## config.mk

```make
export PLATFORM = sky130hd
export DESIGN_NAME = atomic_read_arbiter_flat
export DESIGN_NICKNAME = d
export VERILOG_FILES = /design/src/rtl/atomic_read_arbiter_if.sv /design/src/rtl/atomic_read_arbiter.sv /design/src/flat_wrapper.sv
export SDC_FILE = /design/constraint.sdc
export NUM_CORES = 1
export LEC_CHECK = 0
export ABC_CLOCK_PERIOD_IN_PS = 2200
export CAP_MARGIN = 0
export CORE_MARGIN = 1
export CORE_UTILIZATION = 50
export DETAILED_ROUTE_END_ITERATION = 8
export PLACE_DENSITY = 0.86
export SYNTH_ARGS = -nofsm -noshare
export SYNTH_HDL_FRONTEND = slang
export SYNTH_SLANG_ARGS = --single-unit
```

## constraint.sdc

```tcl
create_clock -name clk -period 2.2 [get_ports clk]
set_input_delay 0.33 -clock clk [delete_from_list [all_inputs] [get_ports clk]]
set_output_delay 0.33 -clock clk [all_outputs]
set_load 0.02 [all_outputs]
```

## src/rtl/atomic_read_arbiter_if.sv

```systemverilog
// Bus bundle between the read arbiter, its requesters and the 64-bit event counter's 32-bit read port.
// The arbiter connects through the slave modport; the environment drives it through master.
interface atomic_read_arbiter_if #(
  parameter int NUM_REQ = 4
);
  localparam int GNT_W = $clog2(NUM_REQ);

  // Requester side
  logic [NUM_REQ-1:0] rd_req_i;
  logic [NUM_REQ-1:0] rd_done_o;
  logic               rd_err_o;
  logic [63:0]        rd_data_o;
  logic [GNT_W-1:0]   gnt_id_o;
  logic               busy_o;

  // Counter read-port side
  logic               ctr_req_o;
  logic               ctr_atomic_o;
  logic               ctr_ack_i;
  logic [31:0]        ctr_count_i;

  modport slave (
    input  rd_req_i, ctr_ack_i, ctr_count_i,
    output rd_done_o, rd_err_o, rd_data_o, gnt_id_o, busy_o, ctr_req_o, ctr_atomic_o
  );

  modport master (
    output rd_req_i, ctr_ack_i, ctr_count_i,
    input  rd_done_o, rd_err_o, rd_data_o, gnt_id_o, busy_o, ctr_req_o, ctr_atomic_o
  );
endinterface

```

## src/rtl/atomic_read_arbiter.sv

```systemverilog
// Round-robin arbiter that serialises 64-bit reads of the event counter as an atomic lo beat
// followed by a hi beat, so beats from different requesters never interleave.
module atomic_read_arbiter #(
  parameter int NUM_REQ     = 4,
  parameter int ACK_TIMEOUT = 15
) (
  input  logic                  clk,
  input  logic                  reset_n,
  atomic_read_arbiter_if.slave  bus
);

  localparam int GNT_W = $clog2(NUM_REQ);
  localparam logic [GNT_W:0]   NUM_REQ_W = (GNT_W+1)'(NUM_REQ);
  localparam logic [GNT_W-1:0] LAST_ID   = GNT_W'(NUM_REQ - 1);
  localparam logic [7:0]       TMO_LAST  = 8'(ACK_TIMEOUT - 1);

  typedef enum logic [2:0] {
    IDLE,
    REQ_LO,
    WAIT_LO,
    REQ_HI,
    WAIT_HI,
    RESP
  } state_t;

  state_t             state;
  logic [GNT_W-1:0]   rr_ptr;
  logic [GNT_W-1:0]   gnt_id;
  logic [7:0]         tmo_cnt;
  logic [31:0]        lo_word;

  logic [NUM_REQ-1:0] rd_done;
  logic               rd_err;
  logic [63:0]        rd_data;
  logic               busy;
  logic               ctr_req;
  logic               ctr_atomic;

  logic [GNT_W-1:0]   winner;
  logic [GNT_W:0]     probe;
  logic [GNT_W-1:0]   next_ptr;
  logic [NUM_REQ-1:0] gnt_onehot;

  // Lowest requesting index at or after rr_ptr, wrapping modulo NUM_REQ.
  // NOTE: every always_comb output gets a default first so no path can infer a latch.
  always_comb begin
    winner = rr_ptr;
    probe  = '0;
    for (int i = NUM_REQ - 1; i >= 0; i--) begin
      probe = {1'b0, rr_ptr} + (GNT_W+1)'(i);
      if (probe >= NUM_REQ_W) probe = probe - NUM_REQ_W;
      if (bus.rd_req_i[probe[GNT_W-1:0]]) winner = probe[GNT_W-1:0];
    end
  end

  assign next_ptr   = (gnt_id == LAST_ID) ? '0 : gnt_id + 1'b1;
  assign gnt_onehot = NUM_REQ'(1) << gnt_id;

  // All outputs are registered and change on state transitions, so they line up with the state.
  // NOTE: sequential state uses non-blocking assignments only, so every flop samples pre-edge values.
  always_ff @(posedge clk or negedge reset_n) begin
    if (!reset_n) begin
      state      <= IDLE;
      rr_ptr     <= '0;
      gnt_id     <= '0;
      tmo_cnt    <= '0;
      lo_word    <= '0;
      rd_done    <= '0;
      rd_err     <= 1'b0;
      rd_data    <= '0;
      busy       <= 1'b0;
      ctr_req    <= 1'b0;
      ctr_atomic <= 1'b0;
    end else begin
      rd_done <= '0;
      case (state)
        IDLE: begin
          if (|bus.rd_req_i) begin
            gnt_id     <= winner;
            state      <= REQ_LO;
            busy       <= 1'b1;
            ctr_req    <= 1'b1;
            ctr_atomic <= 1'b1;
          end
        end

        REQ_LO: begin
          ctr_req    <= 1'b0;
          ctr_atomic <= 1'b0;
          tmo_cnt    <= '0;
          state      <= WAIT_LO;
        end

        WAIT_LO: begin
          if (bus.ctr_ack_i) begin
            lo_word <= bus.ctr_count_i;
            ctr_req <= 1'b1;
            state   <= REQ_HI;
          end else if (tmo_cnt == TMO_LAST) begin
            rd_done <= gnt_onehot;
            rd_err  <= 1'b1;
            rd_data <= '0;
            state   <= RESP;
          end else begin
            tmo_cnt <= tmo_cnt + 8'd1;
          end
        end

        REQ_HI: begin
          ctr_req <= 1'b0;
          tmo_cnt <= '0;
          state   <= WAIT_HI;
        end

        WAIT_HI: begin
          if (bus.ctr_ack_i) begin
            rd_done <= gnt_onehot;
            rd_err  <= 1'b0;
            rd_data <= {bus.ctr_count_i, lo_word};
            state   <= RESP;
          end else if (tmo_cnt == TMO_LAST) begin
            rd_done <= gnt_onehot;
            rd_err  <= 1'b1;
            rd_data <= '0;
            state   <= RESP;
          end else begin
            tmo_cnt <= tmo_cnt + 8'd1;
          end
        end

        RESP: begin
          // Pointer moves past the winner on every completion, errored or not.
          rd_err <= 1'b0;
          rr_ptr <= next_ptr;
          busy   <= 1'b0;
          state  <= IDLE;
        end

        default: begin
          state      <= IDLE;
          busy       <= 1'b0;
          ctr_req    <= 1'b0;
          ctr_atomic <= 1'b0;
        end
      endcase
    end
  end

  assign bus.rd_done_o    = rd_done;
  assign bus.rd_err_o     = rd_err;
  assign bus.rd_data_o    = rd_data;
  assign bus.gnt_id_o     = gnt_id;
  assign bus.busy_o       = busy;
  assign bus.ctr_req_o    = ctr_req;
  assign bus.ctr_atomic_o = ctr_atomic;

  a_done_onehot: assert property (@(posedge clk) disable iff (!reset_n) $onehot0(rd_done));
  a_atomic_with_req: assert property (@(posedge clk) disable iff (!reset_n) ctr_atomic |-> ctr_req);

endmodule

```

## src/flat_wrapper.sv

```systemverilog
// flat-port wrapper written by rule: the top's interface ports become plain ports
module atomic_read_arbiter_flat 
#(
  parameter int NUM_REQ     = 4,
  parameter int ACK_TIMEOUT = 15
)
  (clk, reset_n, bus_rd_req_i, bus_ctr_ack_i, bus_ctr_count_i, bus_rd_done_o, bus_rd_err_o, bus_rd_data_o, bus_gnt_id_o, bus_busy_o, bus_ctr_req_o, bus_ctr_atomic_o);
  atomic_read_arbiter_if #(.NUM_REQ(NUM_REQ)) bus_i ();
  input  logic clk;
  input  logic reset_n;
  input wire logic [$bits(bus_i.rd_req_i)-1:0] bus_rd_req_i;
  input wire logic [$bits(bus_i.ctr_ack_i)-1:0] bus_ctr_ack_i;
  input wire logic [$bits(bus_i.ctr_count_i)-1:0] bus_ctr_count_i;
  output wire logic [$bits(bus_i.rd_done_o)-1:0] bus_rd_done_o;
  output wire logic [$bits(bus_i.rd_err_o)-1:0] bus_rd_err_o;
  output wire logic [$bits(bus_i.rd_data_o)-1:0] bus_rd_data_o;
  output wire logic [$bits(bus_i.gnt_id_o)-1:0] bus_gnt_id_o;
  output wire logic [$bits(bus_i.busy_o)-1:0] bus_busy_o;
  output wire logic [$bits(bus_i.ctr_req_o)-1:0] bus_ctr_req_o;
  output wire logic [$bits(bus_i.ctr_atomic_o)-1:0] bus_ctr_atomic_o;
  assign bus_i.rd_req_i = bus_rd_req_i;
  assign bus_i.ctr_ack_i = bus_ctr_ack_i;
  assign bus_i.ctr_count_i = bus_ctr_count_i;
  assign bus_rd_done_o = bus_i.rd_done_o;
  assign bus_rd_err_o = bus_i.rd_err_o;
  assign bus_rd_data_o = bus_i.rd_data_o;
  assign bus_gnt_id_o = bus_i.gnt_id_o;
  assign bus_busy_o = bus_i.busy_o;
  assign bus_ctr_req_o = bus_i.ctr_req_o;
  assign bus_ctr_atomic_o = bus_i.ctr_atomic_o;
  atomic_read_arbiter #(.NUM_REQ(NUM_REQ), .ACK_TIMEOUT(ACK_TIMEOUT)) u_core (.clk(clk), .reset_n(reset_n), .bus(bus_i));
endmodule
```

==> results.cfg, run 1 <==
; yosys + openroad results
[setup_path]
worst-path-stages = 1
reg2reg_depth = 5
cp.buffers_inverters = 1
worst-endpoint-arrival_ps = 1590
timing.critical_path.from_type = register
r2r_setup_slack_ps = 340
worst_setup_path_end_kind = primary output
timing.critical_path.from = u_core.bus.gnt_id_o[0]
crit_path_end = bus_gnt_id_o[0]
timing.critical_path.max_delay_family = buffers and inverters
worst_path_cell_trace = clkdlybuf4s50_1

[clocking]
cts-root-buf = sky130_fd_sc_hd__clkbuf_8
clock_tree_from_tritoncts = yes
post_cts.resized_instances = 0
clock_insertion_delay_worst_skew_ps = 510
htree_levels = 4
cts.repair_timing.setup_buffer_count = 0
sinks_on_clock_net = 119
path_clk_slew_ps = 60
cts.hold.buffers_added = 1

[detailed_routing]
route.met2.wl_um = 5540
drt_iter0_markers = 146
vias = 3450
detail_route.wirelength.met1_um = 4760
detail_route.wl_per_cell_um = 17.6
top_layer = met4
met3RoutedLength_um = 531
route.final.wire_length_um = 10900
drt-pass1-iter-count = 4

[final_timing]
minimum_clock_period_after_layout_ps = 1920
rsz0062_at_grt = false
setup_tns_ps = 0
slew_headroom_pct = 62.4
timing_max_transition_violations_final = 0
whs_ps = 357
post-route-period-util_pct = 87.4
fmaxAchievable_mhz = 520
timing.final.setup_violations = 0
finalHoldViolations = 0

[synth]
ys_seq_elements = 119
postSynth.asyncResetShare_pct = 100
proportion_of_netlist_area_held_by_the_largest_area_contributor_pct = 62.0
xor_share_pct = 0.365
synth.cells.most_frequent = 119 x sky130_fd_sc_hd__dfrtp_1, 64 x sky130_fd_sc_hd__a22o_1, 29 x sky130_fd_sc_hd__mux2_2
synth-simple-area-share_pct = 6.44
flip_flops_with_a_built_in_enable = 0
synth_cells = 358
synth.lib_cells_used.distinct = 43
synthesis.area_um2 = 4800
synth.yosys.seq_area_share_pct = 62.0
yosysWarningCount = 0
fp_nets = 403
yosys_most_used_dff = sky130_fd_sc_hd__dfrtp_1
top_cells_by_area = sky130_fd_sc_hd__dfrtp_1 62%, sky130_fd_sc_hd__a22o_1 12%, sky130_fd_sc_hd__mux2_2 6.8%, sky130_fd_sc_hd__ha_1 1.6%, sky130_fd_sc_hd__buf_2 1.5%
ys_top_logic_family = AND-OR/OR-AND gates
synthMostInstantiatedCell = sky130_fd_sc_hd__dfrtp_1
synth-compound-area-share_pct = 16.4
yosysCellCount = 358
yosys_area_um2 = 4800

[power]
pwr-share-comb_pct = 35.6
switchingPower_w = 0.00337
p_seq_share_pct = 35.2
power_per_cell_area_nw_per_um2 = 1540
p_leak_nw = 2.99
finalPower_w = 0.0105
seq-power_w = 0.00370
sw_frac_of_total_pct = 32.0
power.largest_group = combinational cells
clock_power_share_pct = 29.1

[placement]
dpl-instance-area_um2 = 6150
dpl.cell_count = 588
gp_routability_congestion = 0.802
place_hpwl_um = 7220
setup_slack_after_placement_ps = 171
port-buffer-count = 112

[global_route]
global_route.usage.met1_pct = 29.2
globalRoute.totalOverflow = 0
antenna_found_initial = 0
first_global_vias = 3478
total_routing_usage_gr_pct = 23.6
grt_max_degree = 44

[finish]
clock_cell_share_of_area_pct = 9.71
design.final.nets = 524
sequential_cell_total = 119
stdcell_area_um2 = 6830
mi_comb_cells = 203
combAreaFraction_pct = 24.3
largest_register_ff_count = 64
top_logic_cells_by_instance_count_in_the_layout = 119 x sky130_fd_sc_hd__dfrtp_1, 111 x sky130_fd_sc_hd__clkdlybuf4s50_1, 64 x sky130_fd_sc_hd__a22o_1
lay_top_count = sky130_fd_sc_hd__dfrtp_1
logic_area_um2 = 1660
antenna_cells = 0
ff_latch_area_um2 = 2980
clock_buffer_count = 18
fillerInstances = 597
inverters = 11
area.share.sequential_pct = 43.6
postLayoutCoreUtil_pct = 73.5

[die]
die_height_um = 100
fp-row-count = 35
io_pins = 113
fp_util_pct = 51.7
die_w_um = 100
floorplan.die_area_um2 = 10000

[run_status]
run_status = finished clean

[flow_run]
timing.max_cap.violations = 0
openroad.warnings = 30

[worst_hold_path]
worstHoldPathType = in2async
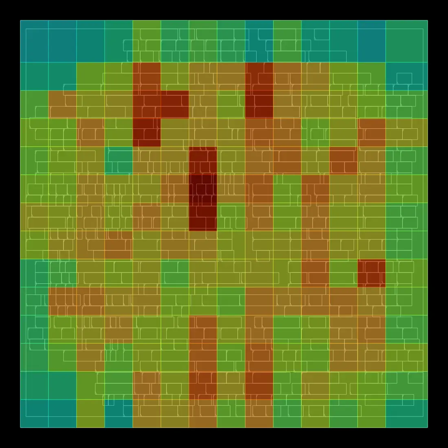
**Above:** run 1 (routing congestion).
met2 Resource Use GR: 39.9%
GR Layer Usage met3: 7.52%
Top Usage Layer GRT: met2

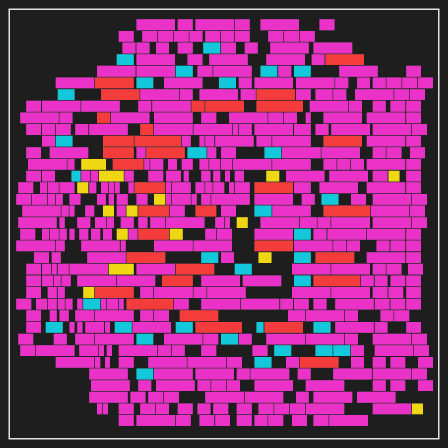
**Above:** run 1 (cells by drive strength).
magenta -> drive 1 or less  # cells 412, share 84%, most used dfrtp_1
cyan -> drive 2  # cells 32, share 6.5%, most used mux2_2
yellow -> drive 3 to 4  # cells 15, share 3.0%, most used buf_4
red -> drive 6 and up  # cells 33, share 6.7%, most used clkbuf_16
area overhead of the layout relative to synthesis: 42.2%
number of ordinary and repair buffers in the finished layout: 127
setup ws final: 278 ps

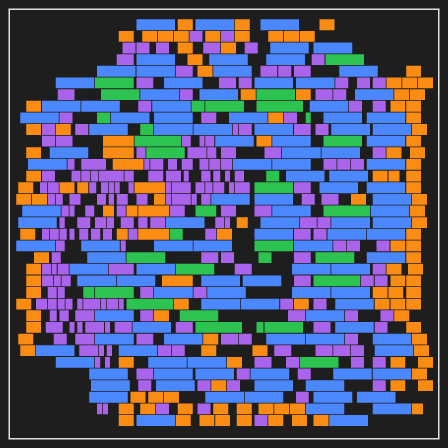
**Above:** run 1 (placement by cell class).
orange -> other buffers and delay cells  # cells 127
blue -> flops  # cells 119
purple -> all other logic  # cells 214
green -> clock drivers and dummy loads  # cells 32

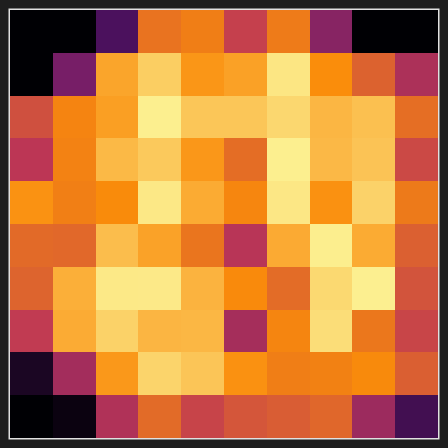
**Above:** run 1 (placement density heat map).
10 x 10 tiles, from black (low) to pale yellow (high), 0 to 100% covered.
emptiest ninth of the die = north-west
nearly empty tiles = 6.0%
tiles over 75% full = 45%
mean over tiles = 67%
fullest tile = 97%

--- run 2 (diff from run 1) ---
--- a/config.mk
+++ b/config.mk
@@ -9,6 +9,7 @@
 export CAP_MARGIN = 0
 export CORE_MARGIN = 1
 export CORE_UTILIZATION = 50
+export CTS_CLUSTER_SIZE = 20
 export DETAILED_ROUTE_END_ITERATION = 8
 export PLACE_DENSITY = 0.86
 export SYNTH_ARGS = -nofsm -noshare
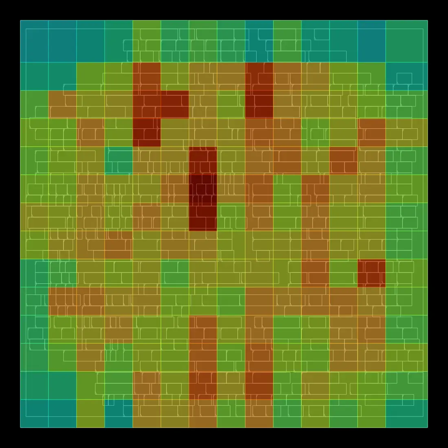
**Above:** run 2 (routing congestion).
Finished Core Util: 73.5%
Total Routing Usage GR: 23.6%
fraction of met1 tracks used by global routing: 29.2%
Routed wire per std cell: 17.6 um

==> results.cfg, run 2 <==
; yosys + openroad results
[synth]
synth.lib_cells_used.distinct = 43
synthesis.area_um2 = 4800
yosysWarningCount = 0
xor_share_pct = 0.365
synth.yosys.seq_area_share_pct = 62.0
yosys_most_used_dff = sky130_fd_sc_hd__dfrtp_1
synth-compound-area-share_pct = 16.4
yosys_area_um2 = 4800
synth.cells.most_frequent = 119 x sky130_fd_sc_hd__dfrtp_1, 64 x sky130_fd_sc_hd__a22o_1, 29 x sky130_fd_sc_hd__mux2_2
ys_seq_elements = 119
synthMostInstantiatedCell = sky130_fd_sc_hd__dfrtp_1
proportion_of_netlist_area_held_by_the_largest_area_contributor_pct = 62.0
fp_nets = 403
synth-simple-area-share_pct = 6.44
flip_flops_with_a_built_in_enable = 0
synth_cells = 358

[power]
switchingPower_w = 0.00337
finalPower_w = 0.0105
sw_frac_of_total_pct = 32.0
p_leak_nw = 2.99
clock_power_share_pct = 29.1
pwr-share-comb_pct = 35.6
power_per_cell_area_nw_per_um2 = 1540
p_seq_share_pct = 35.2

[die]
io_pins = 113
taps_inserted = 129
floorplan.die_area_um2 = 10000
die_height_um = 100
fp-row-count = 35
fp_util_pct = 51.7

[clocking]
cts.repair_timing.setup_buffer_count = 0
clock_insertion_delay_worst_skew_ps = 510
clock_tree_from_tritoncts = yes
path_clk_slew_ps = 60
cts-root-buf = sky130_fd_sc_hd__clkbuf_8

[final_timing]
timing_max_transition_violations_final = 0
rsz0062_at_grt = false
whs_ps = 357
slew_headroom_pct = 62.4
fin_ws_ps = 278
setup_tns_ps = 0
fmaxAchievable_mhz = 520
minimum_clock_period_after_layout_ps = 1920

[finish]
largest_register_ff_count = 64
ff_latch_area_um2 = 2980
combAreaFraction_pct = 24.3
top_logic_cells_by_instance_count_in_the_layout = 119 x sky130_fd_sc_hd__dfrtp_1, 111 x sky130_fd_sc_hd__clkdlybuf4s50_1, 64 x sky130_fd_sc_hd__a22o_1
logic_area_um2 = 1660
lay_top_count = sky130_fd_sc_hd__dfrtp_1
antenna_cells = 0
clock_cell_share_of_area_pct = 9.71
inverters = 11
fillerInstances = 597
design.final.nets = 524
area_growth_pct = 42.2
layout.non_clock_buffers = 127
sequential_cell_total = 119
stdcell_area_um2 = 6830
mi_comb_cells = 203

[detailed_routing]
drt-pass1-iter-count = 4
met3RoutedLength_um = 531
route.final.wire_length_um = 10900
vias = 3450
detail_route.wirelength.met1_um = 4760
route.met2.wl_um = 5540

[setup_path]
crit-reg2reg-capture = u_core.bus.rd_data_o[28]
timing.critical_path.from = u_core.bus.gnt_id_o[0]
timing.critical_path.from_type = register
crit_path_end = bus_gnt_id_o[0]
cp.buffers_inverters = 1
worst-path-stages = 1
worst_setup_path_end_kind = primary output
worst_path_cell_trace = clkdlybuf4s50_1
reg2reg_depth = 5
r2r_setup_slack_ps = 340
worst-endpoint-arrival_ps = 1590
timing.critical_path.max_delay_family = buffers and inverters

[placement]
dpl.cell_count = 588
place_hpwl_um = 7220
port-buffer-count = 112
gp_routability_congestion = 0.802

[global_route]
gr-max-usage-layer = met2
use_met2_pct = 39.9
grt_use_met3_pct = 7.52
first_global_vias = 3478
globalRoute.totalOverflow = 0
grt_max_degree = 44
antenna_found_initial = 0

[worst_hold_path]
worstHoldPathType = in2async

[run_status]
run_status = finished clean
--- run 3 (diff from run 2) ---
--- a/config.mk
+++ b/config.mk
@@ -12,6 +12,7 @@
 export CTS_CLUSTER_SIZE = 20
 export DETAILED_ROUTE_END_ITERATION = 8
 export PLACE_DENSITY = 0.86
+export SKIP_CTS_REPAIR_TIMING = 1
 export SYNTH_ARGS = -nofsm -noshare
 export SYNTH_HDL_FRONTEND = slang
 export SYNTH_SLANG_ARGS = --single-unit
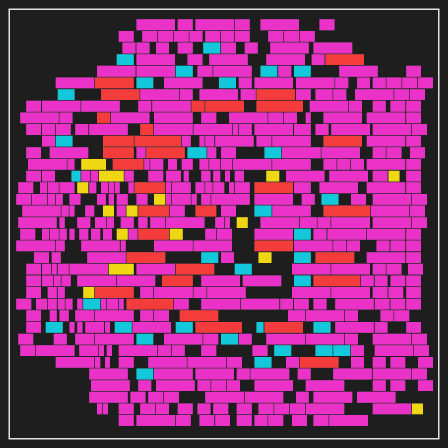
**Above:** run 3 (cells by drive strength).
yellow -> drive 3 to 4  # cells 15, share 3.0%, most used buf_4
cyan -> drive 2  # cells 32, share 6.5%, most used mux2_2
red -> drive 6 and up  # cells 33, share 6.7%, most used clkbuf_16
magenta -> drive 1 or less  # cells 412, share 84%, most used dfrtp_1

==> results.cfg, run 3 <==
; yosys + openroad results
[run_status]
run_status = finished clean

[synth]
yosysWarningCount = 0
proportion_of_netlist_area_held_by_the_largest_area_contributor_pct = 62.0
synth-compound-area-share_pct = 16.4
top_cells_by_area = sky130_fd_sc_hd__dfrtp_1 62%, sky130_fd_sc_hd__a22o_1 12%, sky130_fd_sc_hd__mux2_2 6.8%, sky130_fd_sc_hd__ha_1 1.6%, sky130_fd_sc_hd__buf_2 1.5%
synth-simple-area-share_pct = 6.44
synth.lib_cells_used.distinct = 43
synth.cells.most_frequent = 119 x sky130_fd_sc_hd__dfrtp_1, 64 x sky130_fd_sc_hd__a22o_1, 29 x sky130_fd_sc_hd__mux2_2
synth.yosys.seq_area_share_pct = 62.0
yosysCellCount = 358
synthMostInstantiatedCell = sky130_fd_sc_hd__dfrtp_1
fp_nets = 403
synth_cells = 358
yosys_area_um2 = 4800
ys_seq_elements = 119
postSynth.asyncResetShare_pct = 100

[final_timing]
setup_tns_ps = 0
minimum_clock_period_after_layout_ps = 1920
slew_headroom_pct = 62.4
post-route-period-util_pct = 87.4
timing_max_transition_violations_final = 0
whs_ps = 357
fin_ws_ps = 278
rsz0062_at_grt = false

[power]
seq-power_w = 0.00370
p_leak_nw = 2.99
power.largest_group = combinational cells
switchingPower_w = 0.00337
p_seq_share_pct = 35.2
pwr-share-comb_pct = 35.6

[placement]
dpl.cell_count = 588
gp_routability_congestion = 0.802
dpl-instance-area_um2 = 6150
place_hpwl_um = 7220

[detailed_routing]
drt-pass1-iter-count = 4
detail_route.wl_per_cell_um = 17.6
vias = 3450
top_layer = met4
route.met2.wl_um = 5540
drt_iter0_markers = 146
route.final.wire_length_um = 10900
detail_route.wirelength.met1_um = 4760
met3RoutedLength_um = 531

[die]
die_height_um = 100
fp_util_pct = 51.7
io_pins = 113
fp-row-count = 35
floorplan.die_area_um2 = 10000
taps_inserted = 129
die_w_um = 100

[finish]
stdcell_area_um2 = 6830
area_growth_pct = 42.2
largest_register_ff_count = 64
lay_top_count = sky130_fd_sc_hd__dfrtp_1
combAreaFraction_pct = 24.3
antenna_cells = 0
clock_buffer_count = 18
inverters = 11
ff_latch_area_um2 = 2980
mi_comb_cells = 203
layout.non_clock_buffers = 127
sequential_cell_total = 119
logic_area_um2 = 1660
design.final.nets = 524
top_logic_cells_by_instance_count_in_the_layout = 119 x sky130_fd_sc_hd__dfrtp_1, 111 x sky130_fd_sc_hd__clkdlybuf4s50_1, 64 x sky130_fd_sc_hd__a22o_1

[global_route]
gr-max-usage-layer = met2
grt_max_degree = 44
antenna_found_initial = 0
globalRoute.totalOverflow = 0
total_routing_usage_gr_pct = 23.6
grt_use_met3_pct = 7.52
use_met2_pct = 39.9
first_global_vias = 3478

[setup_path]
crit_path_end = bus_gnt_id_o[0]
timing.critical_path.from = u_core.bus.gnt_id_o[0]
cp.buffers_inverters = 1
timing.critical_path.from_type = register
worst_setup_path_end_kind = primary output
timing.critical_path.max_delay_family = buffers and inverters
reg2reg_depth = 5
crit-reg2reg-capture = u_core.bus.rd_data_o[28]

[flow_run]
openroad.warnings = 30

[clocking]
clock_insertion_delay_worst_skew_ps = 510
path_clk_slew_ps = 60
No activity file was given, so power comes from the tool's default toggle rates.
